==> src/rtl/clock_calendar_core.sv <==
// clock_calendar_core
// Single-clock real-time clock/calendar (2000-2099, leap years) with an
// internal clock-enable prescaler, a 12h/24h display toggle and a
// button-driven set mode (RUN -> YEAR -> MONTH -> DAY -> HOUR -> MIN -> RUN).
//
// Ports:
//   clk                 system clock, all registers on rising edge
//   rst_n               asynchronous active-low reset
//   fast                1 = FAST_DIV cycles per tick, 0 = CLK_HZ cycles per tick
//   mode_pulse          one-cycle pulse, toggles 12h/24h display
//   set_pulse           one-cycle pulse, enters set mode / advances field
//   inc_pulse           one-cycle pulse, increments the field being set
//   sel[1:0]            page: 00=00SS, 01=HHMM, 10=MMDD, 11=20YY
//   digit3..digit0      BCD digits of the selected page (digit3 leftmost)
//   pm                  internal hour >= 12
//   mode_24h            0 = 12h display, 1 = 24h display
//   field[2:0]          0 RUN, 1 YEAR, 2 MONTH, 3 DAY, 4 HOUR, 5 MIN
module clock_calendar_core #(
    parameter int CLK_HZ   = 10_000_000,
    parameter int FAST_DIV = 40
) (
    input  logic       clk,
    input  logic       rst_n,
    input  logic       fast,
    input  logic       mode_pulse,
    input  logic       set_pulse,
    input  logic       inc_pulse,
    input  logic [1:0] sel,
    output logic [3:0] digit3,
    output logic [3:0] digit2,
    output logic [3:0] digit1,
    output logic [3:0] digit0,
    output logic       pm,
    output logic       mode_24h,
    output logic [2:0] field
);

    localparam logic [31:0] DIV_SLOW = CLK_HZ;
    localparam logic [31:0] DIV_FAST = FAST_DIV;

    typedef enum logic [2:0] {
        ST_RUN   = 3'd0,
        ST_YEAR  = 3'd1,
        ST_MONTH = 3'd2,
        ST_DAY   = 3'd3,
        ST_HOUR  = 3'd4,
        ST_MIN   = 3'd5
    } state_t;

    state_t      r_state;
    state_t      w_next_state;
    logic [31:0] r_cnt;
    logic [31:0] w_div;
    logic        w_tick;
    logic [5:0]  r_sec;
    logic [5:0]  r_min;
    logic [4:0]  r_hour;
    logic [4:0]  r_day;
    logic [3:0]  r_month;
    logic [6:0]  r_year;
    logic        r_mode_24h;
    logic [4:0]  w_dim;
    logic [4:0]  w_hour_disp;
    logic [15:0] w_digits;

    // Days in month; year is 0..99 so year%4 is its two low bits.
    function automatic logic [4:0] days_in_month(input logic [3:0] m, input logic [6:0] y);
        case (m)
            4'd4, 4'd6, 4'd9, 4'd11: days_in_month = 5'd30;
            4'd2:                    days_in_month = (y[1:0] == 2'b00) ? 5'd29 : 5'd28;
            default:                 days_in_month = 5'd31;
        endcase
    endfunction

    // Binary 0..99 to two BCD digits.
    function automatic logic [7:0] to_bcd(input logic [6:0] v);
        to_bcd = (8'(v / 7'd10) << 3'd4) | 8'(v % 7'd10);
    endfunction

    assign w_div  = fast ? DIV_FAST : DIV_SLOW;
    assign w_tick = (r_state == ST_RUN) && (r_cnt >= (w_div - 32'd1));
    assign w_dim  = days_in_month(r_month, r_year);

    // Prescaler: free-runs only in RUN; held at 0 in every set state so the
    // first tick after leaving set mode comes a full period later.
    always_ff @(posedge clk or negedge rst_n) begin
        if (!rst_n) begin
            r_cnt <= 32'd0;
        end else if ((r_state != ST_RUN) || w_tick || set_pulse) begin
            r_cnt <= 32'd0;
        end else begin
            r_cnt <= r_cnt + 32'd1;
        end
    end

    // Set-field state register.
    always_ff @(posedge clk or negedge rst_n) begin
        if (!rst_n) begin
            r_state <= ST_RUN;
        end else begin
            r_state <= w_next_state;
        end
    end

    // Set-field sequencing on set_pulse.
    always_comb begin
        w_next_state = r_state;
        if (set_pulse) begin
            case (r_state)
                ST_RUN:   w_next_state = ST_YEAR;
                ST_YEAR:  w_next_state = ST_MONTH;
                ST_MONTH: w_next_state = ST_DAY;
                ST_DAY:   w_next_state = ST_HOUR;
                ST_HOUR:  w_next_state = ST_MIN;
                ST_MIN:   w_next_state = ST_RUN;
                default:  w_next_state = ST_RUN;
            endcase
        end else begin
            w_next_state = r_state;
        end
    end

    // 12h/24h display toggle, independent of set mode.
    always_ff @(posedge clk or negedge rst_n) begin
        if (!rst_n) begin
            r_mode_24h <= 1'b0;
        end else if (mode_pulse) begin
            r_mode_24h <= ~r_mode_24h;
        end
    end

    // Time/date registers: carry chain on tick in RUN, per-field wrap in set mode.
    always_ff @(posedge clk or negedge rst_n) begin
        if (!rst_n) begin
            r_sec   <= 6'd0;
            r_min   <= 6'd0;
            r_hour  <= 5'd0;
            r_day   <= 5'd1;
            r_month <= 4'd1;
            r_year  <= 7'd0;
        end else begin
            case (r_state)
                ST_RUN: begin
                    if (w_tick) begin
                        if (r_sec == 6'd59) begin
                            r_sec <= 6'd0;
                            if (r_min == 6'd59) begin
                                r_min <= 6'd0;
                                if (r_hour == 5'd23) begin
                                    r_hour <= 5'd0;
                                    if (r_day >= w_dim) begin
                                        r_day <= 5'd1;
                                        if (r_month == 4'd12) begin
                                            r_month <= 4'd1;
                                            r_year  <= (r_year >= 7'd99) ? 7'd0 : r_year + 7'd1;
                                        end else begin
                                            r_month <= r_month + 4'd1;
                                        end
                                    end else begin
                                        r_day <= r_day + 5'd1;
                                    end
                                end else begin
                                    r_hour <= r_hour + 5'd1;
                                end
                            end else begin
                                r_min <= r_min + 6'd1;
                            end
                        end else begin
                            r_sec <= r_sec + 6'd1;
                        end
                    end
                end
                ST_YEAR: begin
                    if (!set_pulse && inc_pulse) begin
                        r_year <= (r_year >= 7'd99) ? 7'd0 : r_year + 7'd1;
                    end
                end
                ST_MONTH: begin
                    // Leaving MONTH: pull day back inside the (possibly shorter) month.
                    if (set_pulse) begin
                        if (r_day > w_dim) begin
                            r_day <= w_dim;
                        end
                    end else if (inc_pulse) begin
                        r_month <= (r_month >= 4'd12) ? 4'd1 : r_month + 4'd1;
                    end
                end
                ST_DAY: begin
                    if (!set_pulse && inc_pulse) begin
                        r_day <= (r_day >= w_dim) ? 5'd1 : r_day + 5'd1;
                    end
                end
                ST_HOUR: begin
                    if (!set_pulse && inc_pulse) begin
                        r_hour <= (r_hour >= 5'd23) ? 5'd0 : r_hour + 5'd1;
                    end
                end
                ST_MIN: begin
                    // Returning to RUN starts the minute from zero seconds.
                    if (set_pulse) begin
                        r_sec <= 6'd0;
                    end else if (inc_pulse) begin
                        r_min <= (r_min >= 6'd59) ? 6'd0 : r_min + 6'd1;
                    end
                end
                default: begin
                    r_sec <= r_sec;
                end
            endcase
        end
    end

    // Hour as displayed: 12h mode maps 0 -> 12 and 13..23 -> 1..11.
    always_comb begin
        w_hour_disp = r_hour;
        if (r_mode_24h) begin
            w_hour_disp = r_hour;
        end else if (r_hour == 5'd0) begin
            w_hour_disp = 5'd12;
        end else if (r_hour > 5'd12) begin
            w_hour_disp = r_hour - 5'd12;
        end else begin
            w_hour_disp = r_hour;
        end
    end

    // Page select to four BCD digits.
    always_comb begin
        w_digits = 16'd0;
        case (sel)
            2'b00:   w_digits = {8'h00, to_bcd({1'b0, r_sec})};
            2'b01:   w_digits = {to_bcd({2'b00, w_hour_disp}), to_bcd({1'b0, r_min})};
            2'b10:   w_digits = {to_bcd({3'b000, r_month}), to_bcd({2'b00, r_day})};
            2'b11:   w_digits = {8'h20, to_bcd(r_year)};
            default: w_digits = 16'd0;
        endcase
    end

    assign digit3   = w_digits[15:12];
    assign digit2   = w_digits[11:8];
    assign digit1   = w_digits[7:4];
    assign digit0   = w_digits[3:0];
    assign pm       = (r_hour >= 5'd12);
    assign mode_24h = r_mode_24h;
    assign field    = r_state;

endmodule

==> config.mk <==
export PLATFORM = sky130hd
export DESIGN_NAME = clock_calendar_core
export DESIGN_NICKNAME = d
export VERILOG_FILES = /design/src/rtl/clock_calendar_core.sv
export SDC_FILE = /design/constraint.sdc
export NUM_CORES = 1
export LEC_CHECK = 0
export CORE_MARGIN = 1.5
export CORE_UTILIZATION = 64
export CTS_BUF_LIST = sky130_fd_sc_hd__clkbuf_2 sky130_fd_sc_hd__clkbuf_4 sky130_fd_sc_hd__clkbuf_8
export CTS_CLUSTER_SIZE = 12
export DETAILED_ROUTE_END_ITERATION = 8
export GPL_TIMING_DRIVEN = 1
export PLACE_DENSITY = 0.84
export SLEW_MARGIN = 20
export SYNTH_ARGS = -nofsm -noshare
export SYNTH_HDL_FRONTEND = slang
export SYNTH_SLANG_ARGS = --single-unit
==> constraint.sdc <==
create_clock -name clk -period 4.45 [get_ports clk]
set_clock_uncertainty 0.05 [all_clocks]
set_input_delay 1.335 -clock clk [delete_from_list [all_inputs] [get_ports clk]]
set_output_delay 1.335 -clock clk [all_outputs]
set_load 0.1 [all_outputs]
Run 1, the metal 1 layer:
Cells faint in the background.
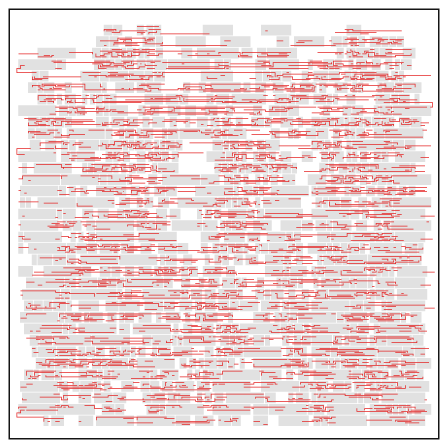
- longest straight run: 26.7 um
- share of all routed wire: 42%
- main direction: horizontal
- wire length on this layer: 6,940 um
total number of vias: 6,195
final WL: 16.6 mm

Run 1, M2 wires:
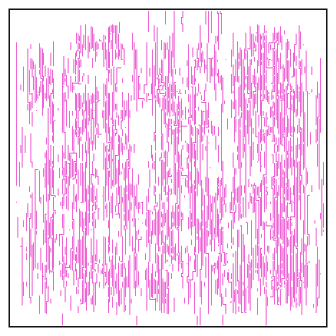
- nets with wire on the layer: 747
- longest straight run: 45.9 um
- main direction: vertical
- share of all routed wire: 50%
GR Layer Usage met2: 0.546

Run 1, the metal 3 layer:
Cells faint in the background.
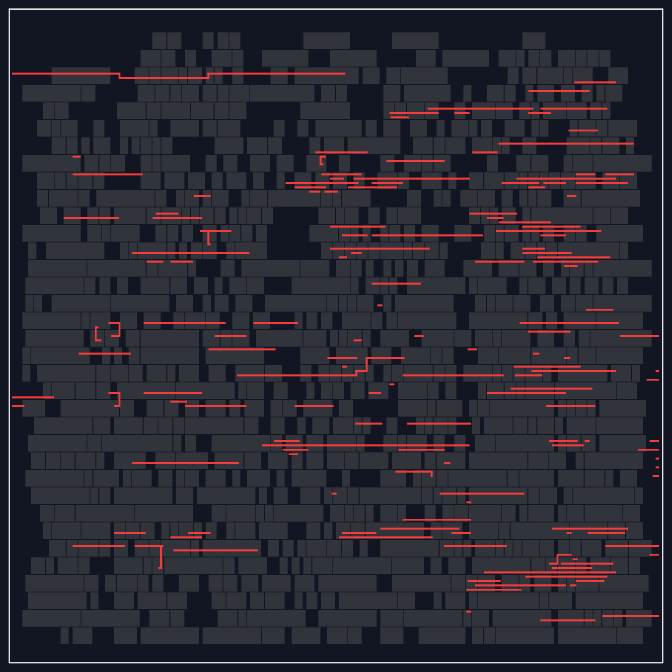
- share of all routed wire: 6.2%
- longest straight run: 32.0 um
- main direction: horizontal
- nets with wire on the layer: 113
- wire length on this layer: 1,030 um
met3 Track Usage GR: 0.0580

Run 1, met4 routing:
The bar under the picture is 20 um long. Cells faint in the background.
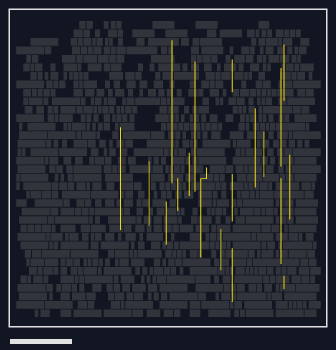
- longest straight run: 45.6 um
- nets with wire on the layer: 18
- main direction: vertical
- share of all routed wire: 2.4%
- wire length on this layer: 403 um

## run 1: critical path, delay by kind of cell (launching register included)
family                   cells  cell delay [ns]
flip-flops                   1             0.42
multiplexers                 1             0.29
AND-OR/OR-AND                3             0.58
buffers and inverters        5             0.72
adder cells (fa/ha/maj)      2             0.28
AND/OR/NAND/NOR              2             0.42
## run 1: where the power goes
part | leakage, nW | internal [mW] | switching (mW)
sequential | 0.873 | 0.746 | 0.283
clock | 0.0944 | 0.266 | 0.268
combinational | 2.04 | 1.00 | 1.64
total | 3.01 | 2.01 | 2.19
## run 1: routing by layer
layer	track usage	routed length, um	part of all wire
met5	0	0	0
met4	0.120	403	0.024
met3	0.0580	1030	0.062
met2	0.546	8210	0.50
met1	0.422	6940	0.42
## run 1: layout make-up
cell class,count,share of cell area
well taps,129,0.0217
flip-flops and latches,69,0.234
repair buffers,69,0.103
clock buffers,9,0.0167
inverters,45,0.0231
clock inverters,7,0.0109
multi-input cells,638,0.591
## run 1: registers in the layout, indices dropped and copies added, names as in the netlist
register and cells:
r_cnt 32, r_year 7, r_min 6, r_sec 6
r_day 5, r_hour 5, r_month 4, field 3
mode_24h 1
## run 1: cells by family after synthesis
group / synth area share
simple gates: 0.269
xor+xnor: 0.0439
buf+inv: 0.0602
mux: 0.0204
compound gates: 0.232
other cells: 0.000606
flops: 0.279
fa+ha+maj: 0.0946
## run 1: through the flow
step,utilization,setup slack (ns),power (mW)
after global placement,0.747,-0.0116,3.31
after CTS,0.779,0.0188,4.01
after detailed placement,0.747,-0.0950,3.38
after global routing,0.797,-0.135,4.45
after floorplan,-,-0.164,2.69
final,0.797,-0.0243,4.20
## run 1: repair_timing
action | in CTS | in global routing
buffers inserted | 4 | 7
endpoints found under the setup margin | 7 | 12
pin swaps | 3 | 8
resized | 17 | 29
hold buffers | 0 | 0
==> results.json, run 1 <==
{
  "place_inst": 939,
  "synth.cell_area_sq_um": 6190,
  "gp_congestion": 0.960,
  "die-area_sq_um": 10300,
  "clockBufferDepth": 2,
  "crit_chain": "buf_6, inv_4, ha_4, nand2_4, or3_4, o21ai_4, mux2i_2, buf_4, ha_4, inv_1, a211o_1, o311ai_4, clkbuf_16",
  "numCtsBuffers": 9,
  "cts-root-buf": "clkbuf_8",
  "violations": "setup timing",
  "synth-edff-count": 0,
  "hold_viol_final": 0,
  "finalClockPeriodUsage": 1.01,
  "syn_inst": 794,
  "max_stage_delay_ns": 0.42,
  "timing.rr.start": "r_month[1]",
  "p_leak_nw": 3.01,
  "drv_slew": 0,
  "stdcell_area_sq_um": 7430,
  "run_status": "finished, violations left",
  "hp-class": "register to register",
  "insertion_delay_ns": 0.36,
  "r2r_end": "r_year[3]",
  "setup_violations": 1,
  "criticalPathCategory": "register to output pin",
  "maxCapViolCount": 0,
  "start_kind": "register",
  "die_w_um": 101,
  "clkTransAtPathRegs_ns": 0.08,
  "hold_depth": 2,
  "top_area_cell": "dfrtp_1",
  "rows": 35,
  "yosys_area_sq_um": 6190,
  "yosysMostFrequentCell": "nand2_1",
  "drive_gt1_frac": 0.191,
  "worstHoldStart": "r_cnt[24]",
  "remaining_drc_errors": 0,
  "setup_tns_ns": -0.0243,
  "period_needed_ns": 4.47,
  "yosys.cell_types.count": 79,
  "area_leaders": "dfrtp_1 (27%), ha_1 (9.3%), o21ai_0 (5.8%)",
  "diodes": 0,
  "grt_max_degree": 29,
  "routedWlPerCell_um": 17.2,
  "yosys-stat-cells": 794,
  "numClockSinks": 69,
  "ys_ff": 69,
  "synth.avg_cell_area_sq_um": 7.80,
  "cpMostUsedCell": "ha_4",
  "whs_ns": 0.477,
  "fin_ws_ns": -0.0243,
  "critPathRequiredTime_ns": 3.06,
  "n_fill_cell": 635,
  "mi_logic_area_sq_um": 4400,
  "vdd_ir_drop_max_mv": 0.360,
  "yosys.area.top_type_share": 0.271,
  "worstSetupEndpointType": "output pin",
  "grt.total_usage": 0.325,
  "relSlewSlack": 0.358,
  "yosysSeqAreaShare": 0.279,
  "hpwl_mm": 11.7,
  "antenna_found_initial": 0,
  "crit_end": "digit2[3]",
  "synth_top_flop_cell": "dfrtp_1"
}
==> run 2, diff against run 1 <==
==> constraint.sdc (replaced) <==
create_clock -name clk -period 4.5 [get_ports clk]
set_clock_uncertainty 0.05 [all_clocks]
set_input_delay 1.35 -clock clk [delete_from_list [all_inputs] [get_ports clk]]
set_output_delay 1.35 -clock clk [all_outputs]
set_load 0.1 [all_outputs]
Run 2, M2 wires:
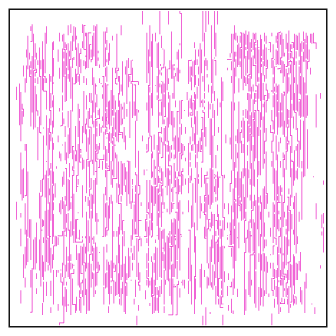
- nets with wire on the layer: 755
- wire length on this layer: 8,000 um
- share of all routed wire: 50%
- main direction: vertical
- longest straight run: 43.9 um
GR Layer Usage met2: 0.553
final WL: 15.8 mm
total number of vias: 6,047

Run 2, met4 routing:
The bar under the picture is 20 um long. Cells faint in the background.
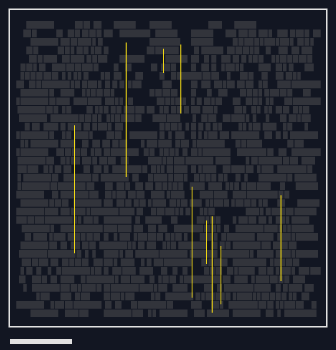
- main direction: vertical
- wire length on this layer: 238 um
- longest straight run: 42.8 um

==> results.json, run 2 <==
{
  "run_status": "completed",
  "yosys.cell_types.count": 79,
  "ys_ff": 69,
  "synth_top_flop_cell": "dfrtp_1",
  "remaining_drc_errors": 0,
  "gp_congestion": 0.988,
  "crit_chain": "inv_1, ha_2, a21boi_0, or2_2, a311oi_2, mux2i_2, ha_1, nor2b_1, o21ai_0, nor3_1, o21ai_1, o221ai_4, buf_12",
  "yosysSeqAreaShare": 0.279,
  "drive_gt1_frac": 0.170,
  "die-area_sq_um": 10300,
  "numCtsBuffers": 9,
  "routedWlPerCell_um": 16.6,
  "setup_tns_ns": 0,
  "largest_register": "r_cnt",
  "hold_depth": 1,
  "hpwl_mm": 11.8,
  "crit_end": "digit3[1]",
  "grt_max_degree": 43,
  "antenna_found_initial": 0,
  "hp-class": "register to register",
  "criticalPathCategory": "register to output pin",
  "fin_ws_ns": 0.126,
  "hold_viol_final": 0,
  "numClockSinks": 69,
  "syn_inst": 794,
  "place_inst": 939,
  "start_kind": "register",
  "rows": 35,
  "synth.avg_cell_area_sq_um": 7.80,
  "clockBufferDepth": 2,
  "timing.rr.start": "r_month[1]",
  "maxCapViolCount": 0,
  "period_needed_ns": 4.37,
  "synth-edff-count": 0,
  "finalClockPeriodUsage": 0.972,
  "power_mw": 3.97,
  "insertion_delay_ns": 0.36,
  "worstHoldStart": "r_hour[3]"
}
Run 2, the metal 3 layer:
Cells faint in the background.
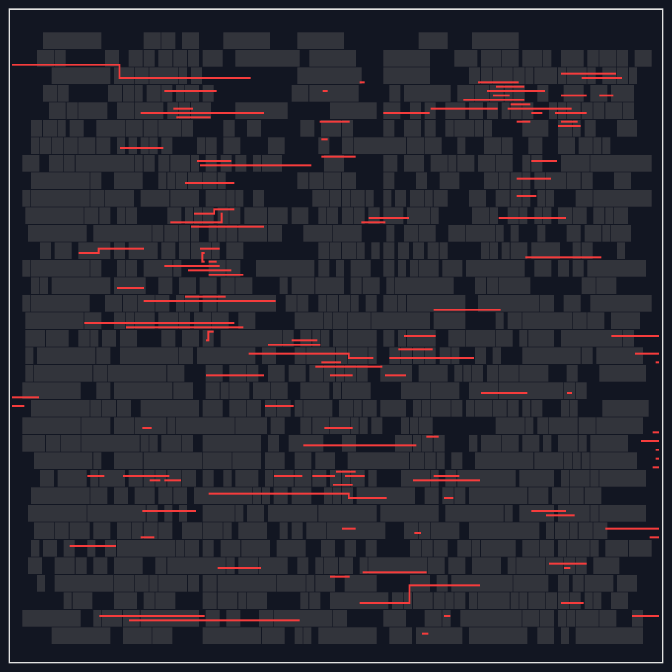
- share of all routed wire: 4.7%
- nets with wire on the layer: 88
- wire length on this layer: 746 um
- main direction: horizontal
- longest straight run: 26.2 um
met3 Track Usage GR: 0.0524

[run 2: cell counts after synthesis]
No cell type changed its count.
[run 2: worst max-delay path: cells and delay by family, from the launching register on]
family | cells | cell delay (ns)
AND-OR/OR-AND | 5 | 0.79
AND/OR/NAND/NOR | 3 | 0.59
adder cells (fa/ha/maj) | 2 | 0.41
flip-flops | 1 | 0.40
buffers and inverters | 2 | 0.27
multiplexers | 1 | 0.15
[run 2: cell families after synthesis]
| family | count (synthesis) | synth area share |
|---|---|---|
| simple gates | 321 | 0.269 |
| compound gates | 222 | 0.232 |
| buf+inv | 93 | 0.0602 |
| flops | 69 | 0.279 |
| fa+ha+maj | 47 | 0.0946 |
| xor+xnor | 31 | 0.0439 |
| mux | 10 | 0.0204 |
| other cells | 1 | 0.000606 |
[run 2: per-layer routing]
| layer | part of all wire | up-vias | wire, um | global-route usage |
|---|---|---|---|---|
| li1 | - | 2905 | - | - |
| met1 | 0.43 | 2913 | 6870 | 0.420 |
| met2 | 0.50 | 208 | 8000 | 0.553 |
| met3 | 0.047 | 21 | 745 | 0.0524 |
| met4 | 0.015 | 0 | 238 | 0.100 |
| met5 | 0 | - | 0 | 0 |
[run 2: area by class of cell]
| class | instances | area (sq um) | share of cell area |
|---|---|---|---|
| clock buffer | 11 | 145 | 0.0201 |
| clock inverter | 5 | 57.6 | 0.00796 |
| inverter | 45 | 169 | 0.0234 |
| multi-input combinational | 638 | 4280 | 0.592 |
| sequential | 69 | 1740 | 0.241 |
| tap | 129 | 161 | 0.0223 |
| timing repair buffer | 60 | 678 | 0.0938 |
[run 2: report_power, final]
group | switching [mW] | internal [mW]
clock | 0.251 | 0.278
combinational | 1.52 | 0.904
sequential | 0.281 | 0.738
Power is estimated from default activity; no workload was simulated.
